Fig. 1: met3 routing
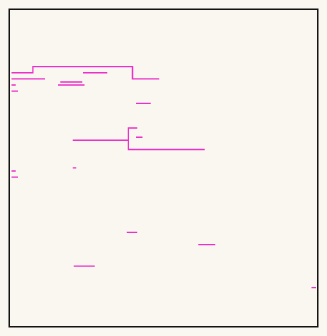
Fig. 2: placement density heat map
The die is cut into 7 by 7 equal tiles; white is low, dark blue is high, 0 to 100% covered.
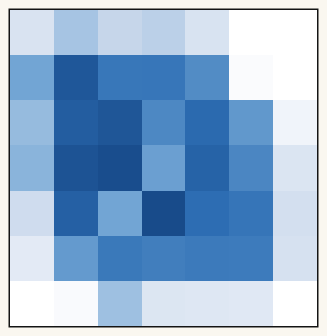
Fig. 3: clock distribution
The bar under the picture is 20 um long.
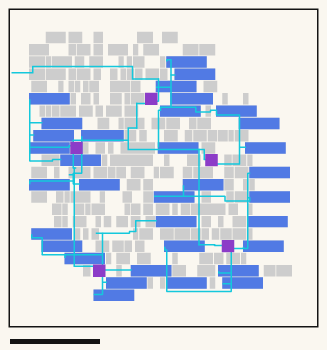
Fig. 4: pin map
Pins as bars across the die edge, other pins in grey.
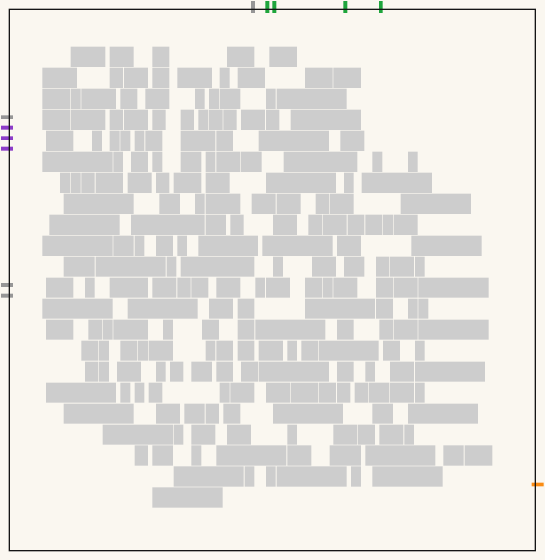
Design phase_sequencer, sky130hd; sources not shown.
==> summary.rpt <==
==== FLOW RESULTS ====
----------------------------------------------------
[Placement]
  Half-perimeter wire length after placement ........................ 2644 um
  Global placer's final weighted congestion ........................ 0.8262

[Synthesis]
  Number of nets at floorplan ........................ 213
  Most frequent cells after synthesis ........................ 32 x sky130_fd_sc_hd__dfrtp_1, 26 x sky130_fd_sc_hd__nor2_1, 15 x sky130_fd_sc_hd__xor2_1, 13 x sky130_fd_sc_hd__nand2_1
  Total of flip-flops plus latches after synthesis ........................ 34
  Main area contributors ........................ sky130_fd_sc_hd__dfrtp_1 41%, sky130_fd_sc_hd__xor2_1 6.7%, sky130_fd_sc_hd__nor2_1 4.9%, sky130_fd_sc_hd__ha_1 4.4%, sky130_fd_sc_hd__nand4_1 3.2%
  Synthesized area ........................ 1974 um2
  Syn Area/Cell ........................ 9.774 um2
  Area share of the leading cell type in the synthesized netlist ........................ 40.56%
  Yosys warning total ........................ 0
  EDFF count, synth ........................ 0
  Yosys Instances ........................ 202
  Number of distinct library cells after synthesis ........................ 50
  Summed standard-cell area reported by yosys ........................ 1974 um2
  Cells after Synth ........................ 202
  Post-synth top area cell ........................ sky130_fd_sc_hd__dfrtp_1
  Prevailing post-synth register cell ........................ sky130_fd_sc_hd__dfrtp_1
  Async S/R FF share, synth ........................ 100.0%
  Post-synth seq share ........................ 43.22%
  Most frequently used cell type in the post-synthesis netlist ........................ sky130_fd_sc_hd__dfrtp_1

[GRT]
  Gr busiest metal ........................ met2
  Global Route met1 Usage ........................ 25.15%
  Grt total ovfl ........................ 0
  Initial antenna violation count ........................ 0
  Number of global-route vias before repair ........................ 1500
  Pin count of the biggest net entering global routing ........................ 35
  GRT Resource Usage Total ........................ 18.13%
  First-pass GRT wire length ........................ 6748 um
  GRT met2 Usage ........................ 26.45%

[STA]
  Max_slew headroom ........................ 35.19%
  Min Clock Period, post-route ........................ 3.215 ns
  Final period util ........................ 49.47%
  Worst Max-Slew Pin Slew ........................ 0.9691 ns
  Number of failing setup endpoints in the final timing report ........................ 0
  Unrepaired setup endpoints after global routing ........................ false
  Final slew viol count ........................ 0
  Final hold slack ........................ 0.3828 ns
  Setup TNS ........................ 0 ns
  Final hold viol count ........................ 0
  Max frequency ........................ 0.3110 GHz

[Critical path]
  Type of the worst setup path ........................ flop to primary output
  Slowest Stage Delay on Critical Path ........................ 1.15 ns
  Total buffers and inverters traversed by the critical path ........................ 1
  Kind of start point of the critical path ........................ flop
  Critical Path Sink Type ........................ primary output
  WP data arrival ........................ 2.09 ns
  Required time of the critical path ........................ 5.37 ns
  Slowest cell on the critical path ........................ sky130_fd_sc_hd__clkdlybuf4s50_1
  R2R Setup Slk ........................ 3.95 ns
  Family of cells with the greatest summed delay on the critical path ........................ buffers and inverters
  Number of cells on the critical path ........................ 1
  Worst-path cell chain ........................ clkdlybuf4s50_1
  R2R cell count ........................ 8
  Critical Path Fanout Max ........................ 6

[Power and ir drop]
  Worst VDD drop ........................ 374.7 uV
  PwrDens ........................ 334.2 nW/um2
  Leak ........................ 0.0009394 uW

[Clock network]
  Clock Root Buffer ........................ sky130_fd_sc_hd__clkbuf_4
  Clock sink count ........................ 34
  Number of levels the H-tree was split into ........................ 2
  Post-CTS setup repair buffer count ........................ 0
  Longest Clk Path Bufs ........................ 2
  Clock tree from TritonCTS ........................ yes
  Clock transition at the register clock pins on the worst setup and hold paths after CTS ........................ 0.10 ns
  CTS hold repair buffers ........................ 0
  Number of gates given a new drive strength after cts ........................ 0
  Clock buffer count from CTS ........................ 5

[Route]
  First-pass iteration count of the detailed router ........................ 4
  Via-per-instance ratio ........................ 5.723
  Average detailed-routed wire length per instance ........................ 14.03 um
  DRC violation count after routing ........................ 0
  ANT nets after route ........................ 0
  Violation tally from detailed-route iteration zero ........................ 72

[Final layout]
  Number of nets in the finished design ........................ 226
  # fillers ........................ 315
  Area taken by flip-flops and latches ........................ 853.3 um2
  Max reg flops ........................ 25
  Share of post-route cells with drive strength above 1 ........................ 9.722%
  Area added between synthesis and finish ........................ 10.27%
  Antenna diodes ........................ 0
  Multi-input gate area in the final layout ........................ 1041 um2

[Worst hold path]
  Worst min-delay path class ........................ flop to flop
  WHS Path Cells ........................ 1

[Floorplan]
  I/O pin count ........................ 12
  Core Rows ........................ 22
  Die Outline Area ........................ 4760 um2

[Flow run]
  # Max-Cap Violations ........................ 0
  Total number of warnings across the stage logs ........................ 30

[Outcome]
  Run status ........................ completed

----------------------------------------------------
## Picture notes: Fig. 1
main direction	horizontal
longest straight run	22.1 um
M3 GR Usage: 6.109%
routed wire length: 3703 um
via count: 1511

## Picture notes: Fig. 2
densest ninth of the die	middle
tiles over 75% full	20%
emptiest ninth of the die	top right
Finished Core Util: 60.84%
Init Core Util: 55.17%
placeable core region: 3578 um2

## Picture notes: Fig. 3
[purple] clock-net drivers | count: 5
[cyan] clock wires | length: 423 um
[blue] flip-flops | count: 34
routed clock nets	6
clock-net power: 123 uW
part of the total power dissipated in the clock network: 16.9%
Clk Latency, worst-skew pair: 0.35 ns

## Picture notes: Fig. 4
colour	port	pins	direction	edge
green	seven_num	4	output	top
orange	rst	1	input	right
purple	cur_phase	3	output	left
all pins by edge	6 left, 5 top, 1 right
count of buffers from port buffering: 11
die width: 68 um
vertical die dimension: 70 um

## cells by family (layout without fill, tap and decap cells)
family	Yosys count	in the layout	synth area share (%)
buffers and inverters	17	31	4.055
AND-OR/OR-AND	29	29	12.17
flip-flops	34	34	43.22
AND/OR/NAND/NOR	90	90	25.09
multiplexers	2	2	1.077
XOR/XNOR	22	22	9.759
other	1	1	0.1899
adder cells (fa/ha/maj)	7	7	4.436
## placed cells by master (no fill, tap or decap), drive strengths merged, types with 2 or more instances in the layout
cell,count
dfrtp,32
nor2,29
xor2,15
nand2,13
clkdlybuf4s50,11
nand4,11
inv,10
o21ai,10
nand3,8
xnor2,7
ha,7
clkbuf,7
and4,5
nor2b,5
and2,4
and3,3
nor3,3
o31ai,3
nor4,2
nand2b,2
a21oi,2
o311ai,2
buf,2
dfstp,2
## layer usage
metal	routed length, um	up-vias
met3	113	8
met4	69	0
met2	1704	22
met5	0	-
met1	1816	738
li1	-	743
## stage by stage
stage	setup slack [ns]	total power, uW	instances	util, %	cell area, um2
after floorplan	3.682	531.5	202	-	1974
final	3.285	727.6	264	60.84	2177
after CTS	3.272	730.9	264	60.84	2177
after global routing	3.226	775.0	264	60.84	2177
after detailed placement	3.491	607.6	256	59.16	2117
after global placement	3.554	603.6	256	59.16	2117
## layout make-up
class	instances	area share [%]
Tap cell	48	2.759
Inverter	10	1.724
Clock buffer	7	2.529
Clock inverter	1	0.2299
Multi-Input combinational cell	151	47.82
Sequential cell	34	39.20
Timing Repair Buffer	13	5.747
## report_power, final
group          switching, uW  internal [uW]  total, uW
combinational            242           95.2        337
sequential              30.4            238        268
clock                   70.4           52.4        123
total                    342            385        728
Power and IR drop assume default switching activity.
